### Clock wires, drivers and flops, run 1

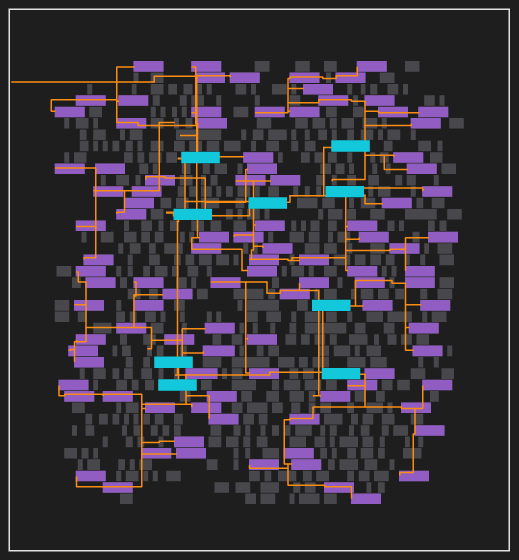
### M1 wires, run 1

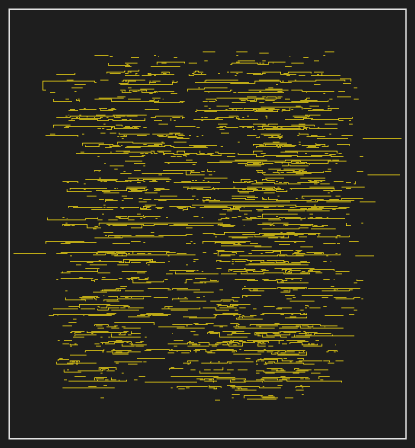
### Congestion heat map, run 1

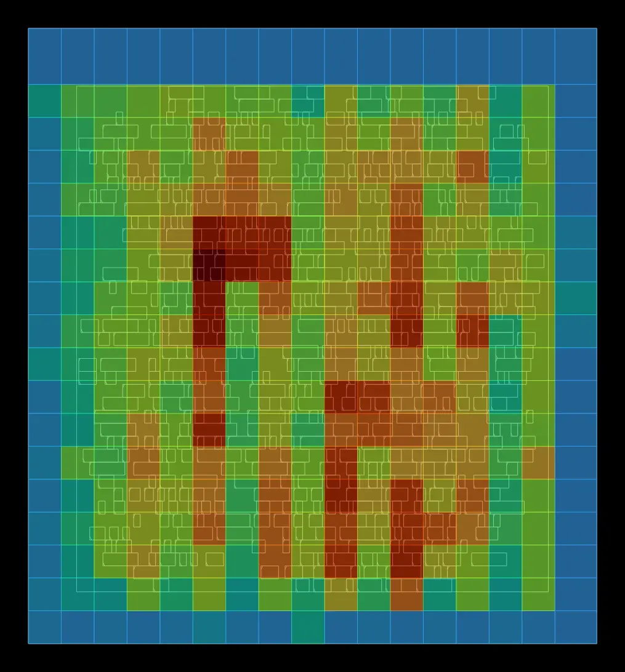
### Wires at chosen ports, followed through buffers, run 1

The bar under the picture is 20 µm long.
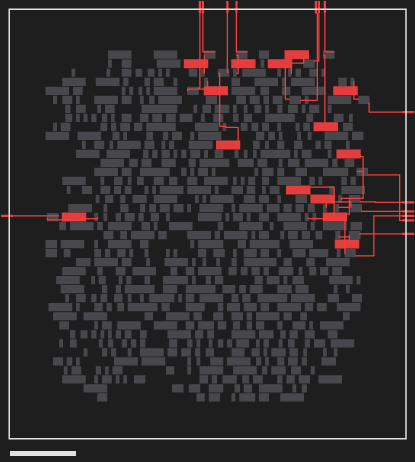
$ cat src/rtl/pulse_conditioner_if.sv
// pulse_conditioner_if
//   Groups the sensor-side input and the conditioned outputs of
//   pulse_conditioner.
//   master : the conditioner (takes raw_in, drives the conditioned outputs)
//   slave  : the consumer / sensor side (drives raw_in, observes the outputs)
// Signals:
//   raw_in      asynchronous raw sensor line
//   pulse_out   one-cycle strobe per accepted beat
//   sec_tick    one-cycle strobe at the end of each measurement window
//   rate        accepted pulses in the last completed window
//   rate_valid  high once at least one window has completed
//   high_rate   registered (rate >= HIGH_THRESH)
//   overflow    sticky window-counter saturation flag
interface pulse_conditioner_if #(
  parameter int unsigned RATE_W = 14
);
  logic              raw_in;
  logic              pulse_out;
  logic              sec_tick;
  logic [RATE_W-1:0] rate;
  logic              rate_valid;
  logic              high_rate;
  logic              overflow;

  modport master (
    input  raw_in,
    output pulse_out, sec_tick, rate, rate_valid, high_rate, overflow
  );

  modport slave (
    output raw_in,
    input  pulse_out, sec_tick, rate, rate_valid, high_rate, overflow
  );
endinterface

$ cat src/rtl/pulse_conditioner.sv
// pulse_conditioner
//   Synchronises and debounces the raw heartbeat/step line, emits one clean
//   single-cycle pulse per accepted beat with a refractory gap, and measures
//   accepted beats per window.
// Ports:
//   CLK    system clock, rising edge
//   RESET  synchronous, active-low reset
//   bus    pulse_conditioner_if.master:
//            raw_in (in), pulse_out, sec_tick, rate, rate_valid,
//            high_rate, overflow (out, all registered)
module pulse_conditioner #(
  parameter int unsigned TICK_CYCLES     = 100000000,
  parameter int unsigned DEBOUNCE_CYCLES = 1000,
  parameter int unsigned REFRACT_CYCLES  = 20000000,
  parameter int unsigned RATE_W          = 14,
  parameter int unsigned HIGH_THRESH     = 64
) (
  input  logic                CLK,
  input  logic                RESET,
  pulse_conditioner_if.master bus
);

  localparam int unsigned DB_W   = $clog2(DEBOUNCE_CYCLES) + 1;
  localparam int unsigned REF_W  = $clog2(REFRACT_CYCLES + 1);
  localparam int unsigned TICK_W = $clog2(TICK_CYCLES + 1);

  localparam logic [DB_W-1:0]   DB_LAST   = DB_W'(DEBOUNCE_CYCLES - 1);
  localparam logic [REF_W-1:0]  REF_LOAD  = REF_W'(REFRACT_CYCLES - 1);
  localparam logic [TICK_W-1:0] TICK_LAST = TICK_W'(TICK_CYCLES - 1);

  typedef enum logic [1:0] {
    S_LOW,
    S_RISE_CHK,
    S_HIGH,
    S_FALL_CHK
  } db_state_e;

  // synchroniser
  logic s1_q, sync_q;

  // debounce FSM
  db_state_e       state_q, state_d;
  logic [DB_W-1:0] db_cnt_q, db_cnt_d;
  logic            rise_evt;
  logic            rise_q;

  // refractory / pulse generation
  logic [REF_W-1:0] ref_cnt_q, ref_cnt_d;
  logic             acc_q, acc_d;
  logic             pulse_q, pulse_d;

  // window measurement
  logic [TICK_W-1:0] tick_cnt_q, tick_cnt_d;
  logic [RATE_W-1:0] win_cnt_q, win_cnt_d;
  logic [RATE_W-1:0] win_next;
  logic [RATE_W-1:0] rate_q, rate_d;
  logic              tick_end, win_sat;
  logic              sec_tick_q, sec_tick_d;
  logic              rate_valid_q, rate_valid_d;
  logic              high_rate_q, high_rate_d;
  logic              overflow_q, overflow_d;

  // Debounce next-state: a new level must be seen on DEBOUNCE_CYCLES
  // consecutive sync samples; only the accepted rising level yields an event.
  always_comb begin
    state_d  = state_q;
    db_cnt_d = db_cnt_q;
    rise_evt = 1'b0;
    case (state_q)
      S_LOW: begin
        if (sync_q) begin
          state_d  = S_RISE_CHK;
          db_cnt_d = DB_W'(1);
        end
      end
      S_RISE_CHK: begin
        if (!sync_q) begin
          state_d  = S_LOW;
          db_cnt_d = '0;
        end else if (db_cnt_q == DB_LAST) begin
          state_d  = S_HIGH;
          db_cnt_d = '0;
          rise_evt = 1'b1;
        end else begin
          db_cnt_d = db_cnt_q + DB_W'(1);
        end
      end
      S_HIGH: begin
        if (!sync_q) begin
          state_d  = S_FALL_CHK;
          db_cnt_d = DB_W'(1);
        end
      end
      S_FALL_CHK: begin
        if (sync_q) begin
          state_d  = S_HIGH;
          db_cnt_d = '0;
        end else if (db_cnt_q == DB_LAST) begin
          state_d  = S_LOW;
          db_cnt_d = '0;
        end else begin
          db_cnt_d = db_cnt_q + DB_W'(1);
        end
      end
      default: begin
        state_d  = S_LOW;
        db_cnt_d = '0;
      end
    endcase
  end

  // Refractory, pulse and window datapath.
  // The rise event is registered before the refractory check and the accept
  // decision is registered again ahead of pulse_out; together with the
  // synchroniser this fixes the raw-to-pulse latency at DEBOUNCE_CYCLES+3.
  // Window counting uses pulse_d so a pulse rising together with sec_tick
  // lands in the closing window.
  always_comb begin
    acc_d = rise_q && (ref_cnt_q == '0);
    if (acc_d) begin
      ref_cnt_d = REF_LOAD;
    end else if (ref_cnt_q != '0) begin
      ref_cnt_d = ref_cnt_q - REF_W'(1);
    end else begin
      ref_cnt_d = ref_cnt_q;
    end

    pulse_d = acc_q;

    tick_end   = (tick_cnt_q == TICK_LAST);
    tick_cnt_d = tick_end ? '0 : tick_cnt_q + TICK_W'(1);
    sec_tick_d = tick_end;

    win_sat    = (win_cnt_q == '1);
    win_next   = (pulse_d && !win_sat) ? win_cnt_q + RATE_W'(1) : win_cnt_q;
    overflow_d = overflow_q | (pulse_d & win_sat);

    win_cnt_d    = win_next;
    rate_d       = rate_q;
    rate_valid_d = rate_valid_q;
    high_rate_d  = high_rate_q;
    if (tick_end) begin
      win_cnt_d    = '0;
      rate_d       = win_next;
      rate_valid_d = 1'b1;
      high_rate_d  = (32'(win_next) >= HIGH_THRESH);
    end
  end

  always_ff @(posedge CLK) begin
    if (!RESET) begin
      s1_q         <= 1'b0;
      sync_q       <= 1'b0;
      state_q      <= S_LOW;
      db_cnt_q     <= '0;
      rise_q       <= 1'b0;
      ref_cnt_q    <= '0;
      acc_q        <= 1'b0;
      pulse_q      <= 1'b0;
      tick_cnt_q   <= '0;
      win_cnt_q    <= '0;
      sec_tick_q   <= 1'b0;
      rate_q       <= '0;
      rate_valid_q <= 1'b0;
      high_rate_q  <= 1'b0;
      overflow_q   <= 1'b0;
    end else begin
      s1_q         <= bus.raw_in;
      sync_q       <= s1_q;
      state_q      <= state_d;
      db_cnt_q     <= db_cnt_d;
      rise_q       <= rise_evt;
      ref_cnt_q    <= ref_cnt_d;
      acc_q        <= acc_d;
      pulse_q      <= pulse_d;
      tick_cnt_q   <= tick_cnt_d;
      win_cnt_q    <= win_cnt_d;
      sec_tick_q   <= sec_tick_d;
      rate_q       <= rate_d;
      rate_valid_q <= rate_valid_d;
      high_rate_q  <= high_rate_d;
      overflow_q   <= overflow_d;
    end
  end

  assign bus.pulse_out  = pulse_q;
  assign bus.sec_tick   = sec_tick_q;
  assign bus.rate       = rate_q;
  assign bus.rate_valid = rate_valid_q;
  assign bus.high_rate  = high_rate_q;
  assign bus.overflow   = overflow_q;

endmodule

$ cat src/flat_wrapper.sv
// flat-port wrapper written by rule: the top's interface ports become plain ports
module pulse_conditioner_flat 
#(
  parameter int unsigned TICK_CYCLES     = 100000000,
  parameter int unsigned DEBOUNCE_CYCLES = 1000,
  parameter int unsigned REFRACT_CYCLES  = 20000000,
  parameter int unsigned RATE_W          = 14,
  parameter int unsigned HIGH_THRESH     = 64
)
  (CLK, RESET, bus_raw_in, bus_pulse_out, bus_sec_tick, bus_rate, bus_rate_valid, bus_high_rate, bus_overflow);
  pulse_conditioner_if #(.RATE_W(RATE_W)) bus_i ();
  input  logic CLK;
  input  logic RESET;
  input wire logic [$bits(bus_i.raw_in)-1:0] bus_raw_in;
  output wire logic [$bits(bus_i.pulse_out)-1:0] bus_pulse_out;
  output wire logic [$bits(bus_i.sec_tick)-1:0] bus_sec_tick;
  output wire logic [$bits(bus_i.rate)-1:0] bus_rate;
  output wire logic [$bits(bus_i.rate_valid)-1:0] bus_rate_valid;
  output wire logic [$bits(bus_i.high_rate)-1:0] bus_high_rate;
  output wire logic [$bits(bus_i.overflow)-1:0] bus_overflow;
  assign bus_i.raw_in = bus_raw_in;
  assign bus_pulse_out = bus_i.pulse_out;
  assign bus_sec_tick = bus_i.sec_tick;
  assign bus_rate = bus_i.rate;
  assign bus_rate_valid = bus_i.rate_valid;
  assign bus_high_rate = bus_i.high_rate;
  assign bus_overflow = bus_i.overflow;
  pulse_conditioner #(.TICK_CYCLES(TICK_CYCLES), .DEBOUNCE_CYCLES(DEBOUNCE_CYCLES), .REFRACT_CYCLES(REFRACT_CYCLES), .RATE_W(RATE_W), .HIGH_THRESH(HIGH_THRESH)) u_core (.CLK(CLK), .RESET(RESET), .bus(bus_i));
endmodule
$ cat config.mk
export PLATFORM = sky130hd
export DESIGN_NAME = pulse_conditioner_flat
export DESIGN_NICKNAME = d
export VERILOG_FILES = /design/src/rtl/pulse_conditioner_if.sv /design/src/rtl/pulse_conditioner.sv /design/src/flat_wrapper.sv
export SDC_FILE = /design/constraint.sdc
export NUM_CORES = 1
export LEC_CHECK = 0
export CAP_MARGIN = 20
export CELL_PAD_IN_SITES_DETAIL_PLACEMENT = 1
export CELL_PAD_IN_SITES_GLOBAL_PLACEMENT = 1
export CORE_ASPECT_RATIO = 1.1
export CORE_MARGIN = 10
export CORE_UTILIZATION = 41
export CTS_BUF_LIST = sky130_fd_sc_hd__clkbuf_16
export CTS_CLUSTER_DIAMETER = 120
export DETAILED_ROUTE_END_ITERATION = 10
export PLACE_DENSITY = 0.73
export SLEW_MARGIN = 20
export SYNTH_ARGS = -nofsm -noshare
export SYNTH_HDL_FRONTEND = slang
export SYNTH_SLANG_ARGS = --single-unit
$ cat constraint.sdc
create_clock -name CLK -period 2.3 [get_ports CLK]
set_clock_uncertainty 0.05 [all_clocks]
set_input_delay 0.69 -clock CLK [delete_from_list [all_inputs] [get_ports CLK]]
set_output_delay 0.69 -clock CLK [all_outputs]
set_load 0.01 [all_outputs]
==> results.txt, run 1 <==
run results: # Cells Yosys=511, Setup-failing EPs final=24, Max VDD drop=0.611 mV, number of non-clock inverters=4, most frequent logic cell in the layout=nor2_1, Slew @ Worst Pin=488 ps, Final WS setup=-134 ps, Clock Latency Late Sink=around 340 ps, Biggest register=u_core.tick_cnt_q, die span in x=119 µm, status=complete, but fails checks, main area contributors=dfxtp_1, nor2_1, xor2_1, CTS Buf Count=9, MI comb cells=387, CTS tree=built, Worst Hold Launch=u_core.s1_q$_SDFF_PN0_, fmax=between 400 and 500 MHz, Seq area share=a little over a third, number of global-route vias before repair=a little over 4000, cell repeated most along the worst path=buf_4, root buffer cell=clkbuf_16, max reg flops=27, data arrival time of the worst path=around 2600 ps, power density over cell area=984 nW/µm², placed cells=704, routability congestion estimate=0.805, CP max-delay cell=or4b_4, Yosys Warn Count=0, Fin Hold WS=393 ps, min Tclk post-route=approximately 2400 ps, ant diodes=0, stage-log warning count=29, failing checks=setup timing, PortBufs=21, nets@finish=around 580, cycle use final=106%, Post-Route Utilization=53.6%, final instance area=about 5600 µm², Synth top area share=46.0%, Setup TNS=-1640 ps
-- 'Clock wires, drivers and flops' (at the start) --
[cells driving clock nets] cyan | count: 9
[flip-flops] purple | count: 102
[clock wires] orange | length: 1260 µm
flops lie	spread over the die
routed clock nets	10

-- 'M1 wires' (at the start) --
main direction	horizontal
longest straight run	37.3 µm
share of all routed wire	44%
nets with wire on the layer	556

-- 'Congestion heat map' (at the start) --
GR peak layer: met2
routing usage on met1: 17.6%

-- 'Wires at chosen ports, followed through buffers' (at the start) --
port	color	bits	direction	edge	end cells	buffers	wire
bus_rate	red	14	output	7 top, 6 right, 1 left	14	14	478 µm

[run 1: cells by family (layout without fill, tap and decap cells)]
family	Yosys count	count (layout)	synth area share (%)
simple gates	273	273	31.1
fa+ha+maj	4	4	1.13
buf+inv	22	93	2.23
flops	102	102	46.0
xor+xnor	55	55	10.9
mux	4	4	0.903
compound gates	51	51	7.79
[run 1: worst max-delay path: cells and delay by family (launching register included)]
kind	cells	cell delay, ps
and+or+nand+nor	4	1130
buffers and inverters	3	430
DFF	1	320
AOI/OAI and AO/OA	1	280
adders and majority gates	1	130
[run 1: power by group]
| part | switching (mW) | internal (mW) |
|---|---|---|
| Clock | 0.647 | 0.826 |
| Combinational | 1.04 | 0.939 |
| Sequential | 0.158 | 1.92 |
[run 1: routing by layer]
layer | wire [µm] | vias up
met3 | 262 | 17
met1 | 5220 | 1906
met4 | 207 | 0
li1 | - | 1904
met2 | 6110 | 34
met5 | 0 | -
[run 1: cells in the mapped netlist, types with 2 or more instances]
master and instances:
or4_1 2, or3_1 4, a211oi_2 2, and4_1 6, nand4b_1 2, nand2_1 38, inv_1 4, nor2_1 106
nor3_1 22, nor2b_1 2, nor4_1 7, nand3b_1 2, clkbuf_1 12, and3_1 11, and2_1 9, xor2_1 36
a21oi_1 13, ha_1 4, nand4_1 12, o21ai_0 10, or4_4 2, a211oi_1 20, dfxtp_1 102, buf_2 4
nand2b_1 3, mux2i_1 4, nand3_1 30, xnor2_1 19, and4b_1 3
[run 1: path summary, 6_finish.rpt]
check,slack (ps),to
max,-130,u_core.ref_cnt_q[5]$_SDFFE_PN0P_
min,390,u_core.sync_q$_SDFF_PN0_
max reg2reg,-130,u_core.ref_cnt_q[5]$_SDFFE_PN0P_
min reg2reg,390,u_core.sync_q$_SDFF_PN0_
### Sequential cells colored by netlist name, run 1

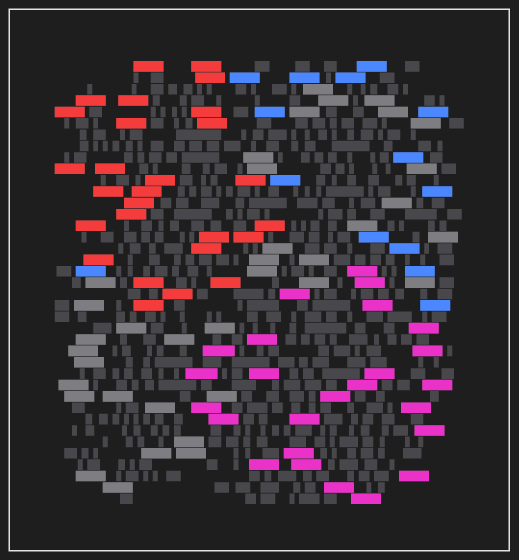

## Run 2: what changed since run 1
--- a/config.mk
+++ b/config.mk
@@ -11,7 +11,6 @@
 export CORE_ASPECT_RATIO = 1.1
 export CORE_MARGIN = 10
 export CORE_UTILIZATION = 41
-export CTS_BUF_LIST = sky130_fd_sc_hd__clkbuf_16
 export CTS_CLUSTER_DIAMETER = 120
 export DETAILED_ROUTE_END_ITERATION = 10
 export PLACE_DENSITY = 0.73
@@ -19,3 +18,4 @@
 export SYNTH_ARGS = -nofsm -noshare
 export SYNTH_HDL_FRONTEND = slang
 export SYNTH_SLANG_ARGS = --single-unit
+export TNS_END_PERCENT = 5
### Sequential cells colored by netlist name, run 2

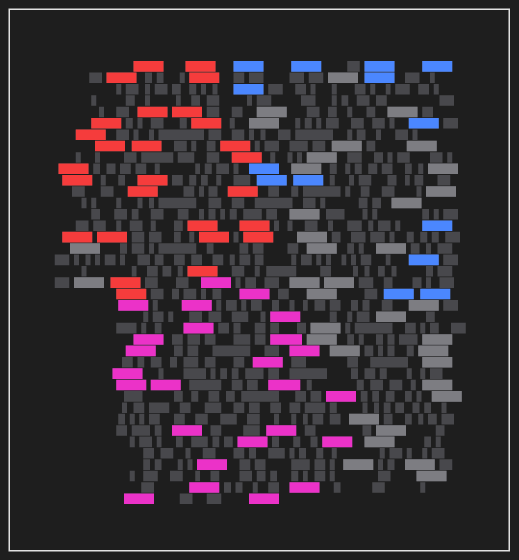
name in the netlist	color	flops
u_core.tick_cnt_q	red	27
u_core.bus.rate	blue	14
u_core.ref_cnt_q	magenta	25
not colored	36

### Wires at chosen ports, followed through buffers, run 2

The bar under the picture is 20 µm long.
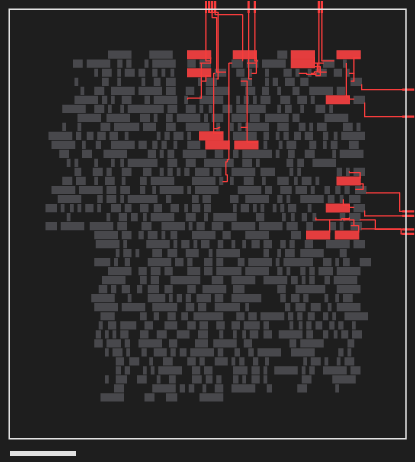
port	color	bits	direction	edge	end cells	buffers	wire
bus_rate	red	14	output	8 top, 6 right	14	14	462 µm

==> results.txt, run 2 <==
run results: stage-log warning count=29, Biggest consumer=registers, routability congestion estimate=0.833, Yosys top cell by instances=nor2_1, max layer used=met4, Clk power=1.57 mW, Worst Hold Launch=u_core.s1_q$_SDFF_PN0_, # Cells Yosys=~500, setup slack, reg-to-reg=-140 ps, Clk pwr share=29.1%, data arrival time of the worst path=2610 ps, NetSw=1.77 mW, Max VDD drop=0.425 mV, GR peak layer=met2, routed wl met3=around 280 µm, Setup TNS=-1650 ps, Setup-failing EPs final=19, Reg power frac=between 30% and 40%, final instance area=around 5500 µm², placed cells=708, Final WS setup=-144 ps, Yosys Warn Count=0, Clock Latency Late Sink=350 ps, failing checks=setup timing, status=complete, but fails checks, most frequent logic cell in the layout=nor2_1
-- run 2: cell counts after synthesis --
No cell type changed its count.
-- run 2: timing repair --
| item | in CTS | in global routing |
|---|---|---|
| buffers inserted | 1 | 0 |
| setup endpoints to repair | 33 | 37 |
| resized | 12 | 7 |
| pin swaps | 4 | 3 |
-- run 2: worst max-delay path, cell delays in order (launching register included) --
cell      delay, ps
dfxtp_2         330
inv_2            60
ha_4            120
or4b_4          480
or4_4           470
or3_4           370
or2_4           280
nor2_1          100
a211oi_1         60
-- run 2: logic make-up after synthesis --
| family | share of synthesized area (%) |
|---|---|
| muxes | 0.903 |
| DFF | 46.0 |
| xor gates and xnor gates | 10.9 |
| and+or+nand+nor | 31.1 |
| buffers and inverters | 2.23 |
| adders and majority gates | 1.13 |
| AOI/OAI and AO/OA | 7.79 |
-- run 2: cell type report --
cell class	instances	area, µm²
clock buffer	9	225
clock inverter	7	81.3
fill	1258	4950
inverter	4	15.0
multi-input combinational	387	2370
sequential	102	2040
tap	143	179
timing repair buffer	73	617
-- run 2: final timing paths --
| path | endpoint | depth (start not counted) |
|---|---|---|
| setup / recovery | u_core.ref_cnt_q[0]$_SDFFE_PN0P_ | 8 |
| hold / removal | u_core.sync_q$_SDFF_PN0_ | 1 |
| setup reg to reg | u_core.ref_cnt_q[0]$_SDFFE_PN0P_ | 8 |
| hold reg to reg | u_core.sync_q$_SDFF_PN0_ | 1 |
-- run 2: through the flow --
stage               total power, mW  utilization (%)
floorplan                      3.09                -
global placement               3.65             49.0
detailed placement             3.72             49.0
CTS                            5.38             52.5
global route                   5.70             52.8
finish                         5.40             52.8
Power is estimated from default activity; no workload was simulated.
